### Signal metal coverage by tile, run 1

The bar under the picture is 20 µm long. The die is cut into 13 by 13 equal tiles; dark purple is low, yellow is high, scaled to the fullest tile. Values are wire area over tile area, all layers added.
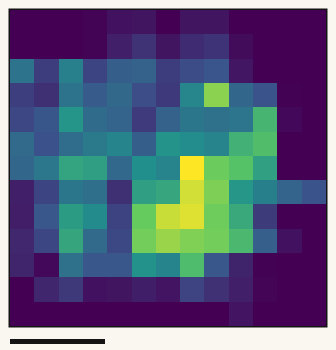
### Wires at chosen ports, followed through buffers, run 1

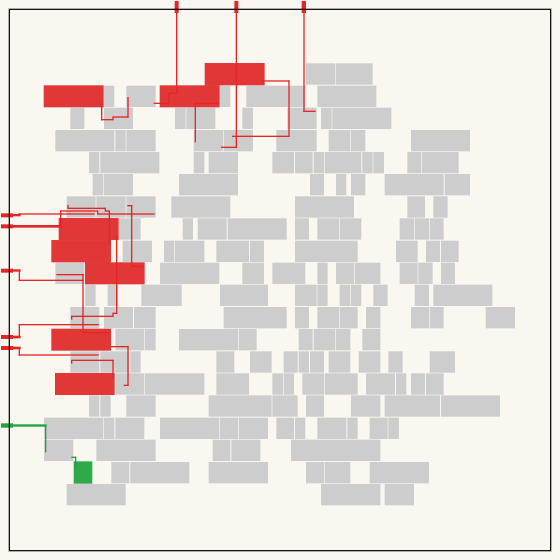
### Congestion heat map, run 1

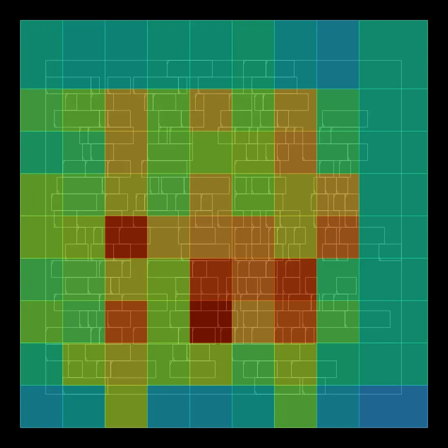
==> config.mk <==
export PLATFORM = sky130hd
export DESIGN_NAME = uart_receive
export DESIGN_NICKNAME = d
export VERILOG_FILES = /design/src/rtl/uart_pkg.sv /design/src/rtl/uart_rx_sync.sv /design/src/rtl/uart_receive.sv
export SDC_FILE = /design/constraint.sdc
export NUM_CORES = 1
export LEC_CHECK = 0
export CORE_MARGIN = 4
export CORE_UTILIZATION = 45
export CTS_BUF_LIST = sky130_fd_sc_hd__clkbuf_4 sky130_fd_sc_hd__clkbuf_8 sky130_fd_sc_hd__clkbuf_16
export DETAILED_ROUTE_END_ITERATION = 10
export GPL_TIMING_DRIVEN = 0
export MAX_ROUTING_LAYER = met4
export PLACE_DENSITY = 0.65
export REMOVE_ABC_BUFFERS = 1
export SKIP_LAST_GASP = 1
export SLEW_MARGIN = 20
export SYNTH_ARGS = -nofsm -noshare
export SYNTH_HDL_FRONTEND = slang
export SYNTH_SLANG_ARGS = --single-unit
export TNS_END_PERCENT = 50
==> constraint.sdc <==
create_clock -name clk -period 2.2 [get_ports clk]
set_clock_uncertainty 0.05 [all_clocks]
set_input_delay 0.22 -clock clk [delete_from_list [all_inputs] [get_ports clk]]
set_output_delay 0.22 -clock clk [all_outputs]
set_load 0.05 [all_outputs]
==> git commit body, run 1 <==
Add synthesis and place-and-route results

- Share of synthesized area occupied by flip-flops and latches: a little over two fifths
- Share of layout cells above drive strength 1: a little under an eighth
- Per the timing report, the achievable frequency comes out to 0.467 GHz.
- Topmost layer with routed signal wires: met4
- Relative area change from synthesis to final layout: 16.7%
- Predominant post-synthesis flop cell: sky130_fd_sc_hd__dfxtp_1
- Iteration tally of the first detailed-router pass: 5
- For the worst-skew pair, the clock arrives at the later sink with an insertion delay of ~0.33 ns.
- Max-slew check failures listed in the final report amount to 0.
- Counting I/O delays and the setup requirement, the final critical path takes 2.14 ns.
- For the worst setup path, the data required time is ~1.9 ns.
- Synth flops: 32
- Final Hold Viols: 0
- Synthesis produced a netlist whose cell count is about 160.
* Total number of warnings across the stage logs: 26
- Yosys printed 0 warnings.
- Pin count of the biggest net entering global routing: 35
- The flow ran to the end, and the final reports show no timing, DRC or antenna violations.
- Wire length of the first global-routing pass: about 5300 µm
- The detailed router put a total of between 1000 and 1500 µm of wire on met1.
- The die covers ~4400 µm².
- Register-to-register setup slack: 0.22 ns
- The worst-case max-slew headroom was logged as between 60% and 70%.
* Congestion Overflow GR: 0
- The synthesized netlist was found by Yosys to have around 160 cells.
- Final std cell area, no fill: approximately 1800 µm²
- Row count: 20
- Counting only logic cells after layout, the most numerous master is sky130_fd_sc_hd__dfxtp_1.
* Clk sinks: 32
- For this design, the CTS-stage hold fixing added 0 buffers.
- Number of nets with antenna violations after routing: 0
- The script logs the ratio of routed vias to standard cells as 5.59.
- Gp weighted congestion: approximately 0.8
* Clock slew at the register clock pins of the worst setup and hold paths: approximately 0.10 ns
* Worst hold path type: input pin to register
- In this run the biggest area consumer among cell types represents between 40% and 50% of the synthesized area.
- Synthesized area: around 1500 µm²
* Worst Setup End Kind: output port
- Static Leakage: ~0.78 nW
* IR Drop Worst-Case VDD: ~380 µV
- Largest fanout of any net on the critical path: 7
- TritonCTS built the clock tree.
- The final layout report lists a filler cell count of 308.
* Met3 routed wirelength: 129 µm
* First-iteration detailed-routing DRC count: between 40 and 50
- The final layout contains roughly 180 nets.
- Before placement the cells fill around half of the core.
- Mean Syn Cell Area: around 9.5 µm²
- Routed wl met2: between 1000 and 1500 µm
- The number of global-route vias before repair was between 1000 and 1500.
- In the final timing run, aggregate negative setup slack is 0 ns.
- Detailed placement reports a standard cell area of between 1500 and 2000 µm².
* Top post-synthesis cells by count: sky130_fd_sc_hd__dfxtp_1, sky130_fd_sc_hd__nor2_1, sky130_fd_sc_hd__mux2i_1, sky130_fd_sc_hd__a21oi_1
* Number of enable flip-flop cells: 0
* Hold Slack: approximately 0.32 ns
- Final Power: ~0.0015 W
- The core region is between 3000 and 4000 µm².
- Total setup violations reported at the end of the flow: 0
- According to the timing report, the arrival time at the worst endpoint equals around 1.9 ns.
- According to the floorplan report, the die width is between 60 and 70 µm.
* Tightest Pin Transition: 0.578 ns
- The worst hold path was traced through 2 stages.
* Number of antenna violations at the first check in global routing: 0
- The tool flagged a number of max-cap violations equal to 0.
* Dominant cell type by area after synthesis: sky130_fd_sc_hd__dfxtp_1
* HPWL after detailed placement: roughly 2200 µm
- In the final layout, the multi-input gates occupy 842 µm².
- The longest clock path from root to sink contains 2 buffers.
- Worst Reg-to-Reg Cells: 6
- Dividing the final minimum period by the clock period gives a little over nine tenths.
* Clock buffer count from CTS: 5
* Unrepaired setup endpoints after global routing: true
- Yosys instantiated no cell more often than sky130_fd_sc_hd__dfxtp_1.
- FFs w/ async S/R, synth: 0%
* Top cells by area in the synthesized netlist: sky130_fd_sc_hd__dfxtp_1, sky130_fd_sc_hd__mux2i_1, sky130_fd_sc_hd__nor2_1
* Remaining DRCs: 0
* Yosys synthesis chip area: 1530 µm²
* Crit Path Class: register to output port
- Per the summary, power density relative to cell area is ~840 nW/µm².
- N_diodes: 0
- Most frequent logic cells in the routed design: sky130_fd_sc_hd__dfxtp_1, sky130_fd_sc_hd__nor2_1, sky130_fd_sc_hd__mux2i_1
## Picture notes: 'Signal metal coverage by tile'
densest ninth of the die: centre
nearly empty tiles: 28%
mean over tiles: 0.11
detailed-route via count: 1236
global-route usage over all layers: 16.0%
Routed Wire Length: 3120 µm
routed length per instance: 14.1 µm

## Picture notes: 'Wires at chosen ports, followed through buffers'
legend:
  green:
    port: rxd_i
    bits: 1
    direction: input
    end_cells: 1
    wire: 9.00 µm
  red:
    port: rxd_data_o
    bits: 8
    direction: output
    end_cells: 8
    wire: 204 µm
count of pins on the block boundary: 15
quantity of I/O buffers inserted on ports: 14

## Picture notes: 'Congestion heat map'
GRT met2 Usage: 25.5%
GR met3 Demand/Resource: 3.74%
Global Route met1 Usage: 19.7%

run 1: per-layer routing:
metal	vias to the layer above	track usage [%]
met5	-	-
met4	0	6.09
met3	5	3.74
met2	27	25.5
met1	590	19.7
li1	614	-
run 1: stage by stage:
stage               setup WS (ns)  util, %  std cells
floorplan                   0.292        -        154
global placement           -0.335     53.5        212
detailed placement         -0.373     53.5        212
CTS                        0.0333     56.7        221
global route              -0.0382     56.7        221
finish                     0.0589     56.7        221
run 1: worst max-delay path: stages (launching register included):
cell and delay [ns]:
sky130_fd_sc_hd__dfxtp_1 0.43, sky130_fd_sc_hd__or3_4 0.40, sky130_fd_sc_hd__nor2_1 0.19, sky130_fd_sc_hd__inv_1 0.08, sky130_fd_sc_hd__dlygate4sd2_1 0.43
run 1: where the power goes:
group | switching (W) | internal [W] | leakage (nW)
Clock | 0.000203 | 0.000302 | 0.0515
Sequential | 0.0000484 | 0.000598 | 0.258
Combinational | 0.000200 | 0.000158 | 0.469
Total | 0.000451 | 0.00106 | 0.779
run 1: kinds of logic after synthesis:
| group | Yosys count | synth area share, % |
|---|---|---|
| AND/OR/NAND/NOR | 64 | 23.6 |
| AND-OR/OR-AND | 33 | 16.9 |
| flip-flops | 32 | 41.8 |
| multiplexers | 17 | 11.1 |
| buffers and inverters | 12 | 3.59 |
| adder cells (fa/ha/maj) | 3 | 2.45 |
| XOR/XNOR | 1 | 0.572 |
run 1: what timing repair did:
item	CTS	global route
pin swaps	1	0
resized	1	1
setup endpoints to repair	9	9
setup buffers	1	0
endpoints found under the hold margin	0	0
run 1: final cells by class:
class,count,share of cell area (%)
flip-flops and latches,32,35.8
clock buffers,7,3.64
well taps,44,3.08
multi-input cells,118,47.1
repair buffers,15,7.90
inverters,4,0.839
clock inverters,1,1.68
==> run 1 -> run 2 <==
- SLEW_MARGIN: 20 -> not set
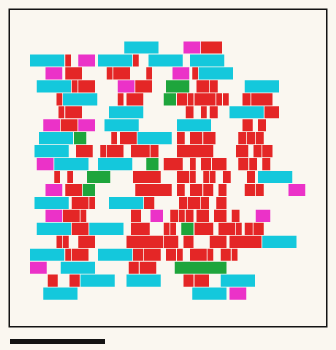
*Placement by cell class, run 2*
The bar under the picture is 20 µm long.
legend:
  green:
    class: clock drivers and dummy loads
    cells: 8
    share_of_their_area: 5.5%
  magenta:
    class: remaining buffers and delay cells
    cells: 15
    share_of_their_area: 8.4%
  red:
    class: combinational and other logic
    cells: 122
    share_of_their_area: 49%
  cyan:
    class: sequential cells
    cells: 32
    share_of_their_area: 37%
Core Area: 3150 µm²
core occupancy in the finished layout: 56.9%

==> git commit body, run 2 <==
Add synthesis and place-and-route results

- Outcome: complete, no violations (unchanged).
- The number of violations reported at the end of detailed-routing iteration 0 is 42 (unchanged).
* Largest fanout of any net on the critical path: 7 (unchanged)
* Share of synthesized area occupied by flip-flops and latches: 41.8% (unchanged)
* Tightest Pin Transition: 1.13 ns (was 0.578 ns)
- The number of cells in Yosys stat came to 162 (unchanged).
* Via count of the first global-routing pass: 1188 (unchanged)
- N_diodes: 0 (unchanged)
- Pin count of the biggest net entering global routing: 35 (unchanged)
- Number of enable flip-flop cells: 0 (unchanged)
- Worst setup slack after layout: 0.0590 ns (was 0.0589 ns)
- Final setup TNS: 0 ns (unchanged)
- Share of layout cells above drive strength 1: 11.3% (was 11.9%)
- The flop and latch count out of synthesis is 32 (unchanged).
* Clk sinks: 32 (unchanged)
- Most instantiated logic cell after routing: sky130_fd_sc_hd__dfxtp_1 (unchanged)
- Initial cell density of the core: 48.6% (unchanged)
* Synthesized area: 1530 µm² (unchanged)
- Remaining DRCs: 0 (unchanged)
- The number of vias per cell after detailed routing came to 5.59 (about the same).
- Final Hold Viols: 0 (unchanged)
- Static Leakage: 0.779 nW (about the same)
* Number of maximum-capacitance constraint violations: 0 (unchanged)
- Gp weighted congestion: 0.799 (unchanged)
* Total number of warnings across the stage logs: 26 (unchanged)
* Mean Syn Cell Area: 9.46 µm² (unchanged)
- Data required time at the worst endpoint: 1.93 ns (about the same)
* Die ar.: 4400 µm² (unchanged)
* Most frequently used cell type in the post-synthesis netlist: sky130_fd_sc_hd__dfxtp_1 (unchanged)
- The number of nets in the layout is 183 (unchanged).
* Number of nets with antenna violations after routing: 0 (unchanged)
- The total detailed-routing wirelength is 3100 µm (was 3120 µm).
- Top post-synthesis cells by count: sky130_fd_sc_hd__dfxtp_1, sky130_fd_sc_hd__nor2_1, sky130_fd_sc_hd__mux2i_1, sky130_fd_sc_hd__a21oi_1 (unchanged)
- The worst-case setup slack after placement came to -0.373 ns (unchanged).
* Crit Path Class: register to output port (unchanged)
- Worst Reg-to-Reg Cells: 6 (unchanged)
- The row count is 20 (unchanged).
- Peak Freq: 0.467 GHz (about the same)
- The normalized max-slew margin came to 24.3% (was 61.5%).
- Clock slew at the register clock pins of the worst setup and hold paths: 0.10 ns (about the same)
* Wire length of the first global-routing pass: 5270 µm (unchanged)
- The primary flip-flop cell chosen by synthesis mapping is sky130_fd_sc_hd__dfxtp_1 (unchanged).
- Portion of the clock cycle consumed by the worst path in the final layout: 97.3% (about the same)
* Iteration tally of the first detailed-router pass: 5 (unchanged)
- Yosys synthesis chip area: 1530 µm² (unchanged)
* Clock buffer count from CTS: 5 (unchanged)
* Count of final max-slew check failures: 0 (unchanged)
* FFs w/ async S/R, synth: 0% (unchanged)
* Detailed-route via count: 1235 (was 1236)
- Clock latency of the later-clocked register in the worst-skew pair: 0.33 ns (about the same)
* Register-to-register setup slack: 0.19 ns (was 0.22 ns)
- The area share of the largest cell type after synthesis is 41.8% (unchanged).
- Critical path, cell by cell: or3_4, nor2_1, inv_1, dlygate4sd2_1 (unchanged)
- The cell type with the largest total area is sky130_fd_sc_hd__dfxtp_1 (unchanged).
- Final critical-path required period: 2.14 ns (about the same)
* Count of pins on the block boundary: 15 (unchanged)
- The count of mapped cells out of synthesis was 162 (unchanged).
- The worst min-delay path category is register to register (was input pin to register).
* Min-Delay Path Depth: 1 (was 2)
- Top cells by area in the synthesized netlist: sky130_fd_sc_hd__dfxtp_1, sky130_fd_sc_hd__mux2i_1, sky130_fd_sc_hd__nor2_1 (unchanged).
* HPWL after detailed placement: 2150 µm (unchanged)
* Quantity of I/O buffers inserted on ports: 14 (unchanged)
* Unrepaired setup endpoints after global routing: true (unchanged)
- Total setup violations reported at the end of the flow: 0 (unchanged)
- Slowest stage cell, crit path: sky130_fd_sc_hd__dfxtp_1 (unchanged)
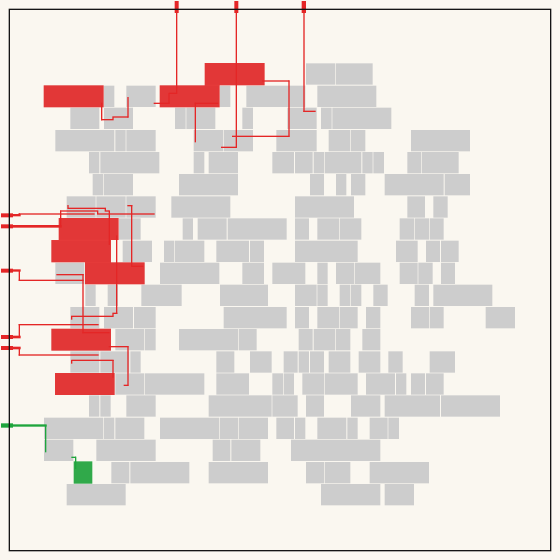
*Wires at chosen ports, followed through buffers, run 2*
legend:
  green:
    port: rxd_i
    bits: 1
    direction: input
    end_cells: 1
    wire: 9.00 µm
  red:
    port: rxd_data_o
    bits: 8
    direction: output
    end_cells: 8
    wire: 204 µm

==> run 2: per-stage QoR <==
step           instance area (µm²)  total power, W  cells
2_1_floorplan                 1490        0.000934    154
3_3_place_gp                  1690         0.00102    212
3_5_place_dp                  1690         0.00103    212
4_1_cts                       1790         0.00152    221
5_1_grt                       1790         0.00159    221
6_report                      1790         0.00151    221
==> run 2: cell families after synthesis <==
| kind of cell | after synthesis | synth area share [%] |
|---|---|---|
| compound gates | 33 | 16.9 |
| xor+xnor | 1 | 0.572 |
| fa+ha+maj | 3 | 2.45 |
| buf+inv | 12 | 3.59 |
| flops | 32 | 41.8 |
| mux | 17 | 11.1 |
| simple gates | 64 | 23.6 |
==> run 2: layout make-up <==
class,count,area (µm²),area share [%]
Clock buffer,7,65.1,3.63
Clock inverter,1,30.0,1.67
Inverter,4,15.0,0.837
Multi-Input combinational cell,118,842,46.9
Sequential cell,32,641,35.7
Tap cell,44,55.1,3.07
Timing Repair Buffer,15,146,8.16
==> run 2: power by group <==
part | switching (W) | internal [W]
Clock | 0.000203 | 0.000302
Sequential | 0.0000484 | 0.000598
Combinational | 0.000199 | 0.000159
==> run 2: what timing repair did <==
| action | CTS | global route |
|---|---|---|
| pin swaps | 1 | 0 |
| setup buffers | 1 | 0 |
| setup endpoints to repair | 9 | 9 |
| hold buffers | 0 | 0 |
| resized | 1 | 1 |
==> run 2: critical path, delay by kind of cell (launching register included) <==
kind                   cells  cell delay [ns]
buffers and inverters      2             0.51
DFF                        1             0.43
and+or+nand+nor            2             0.59
==> run 2: per-layer routing <==
layer  part of all wire (%)  track usage, %  wire (µm)  vias to the layer above
met2                     48            25.5       1480                       26
li1                       -               -          -                      614
met5                      0               -          0                        -
met3                    4.1            3.74        128                        5
met4                    1.4            6.09         45                        0
met1                     47            19.7       1450                      590
Power figures rest on the tool's default switching activity, not on a simulated workload.
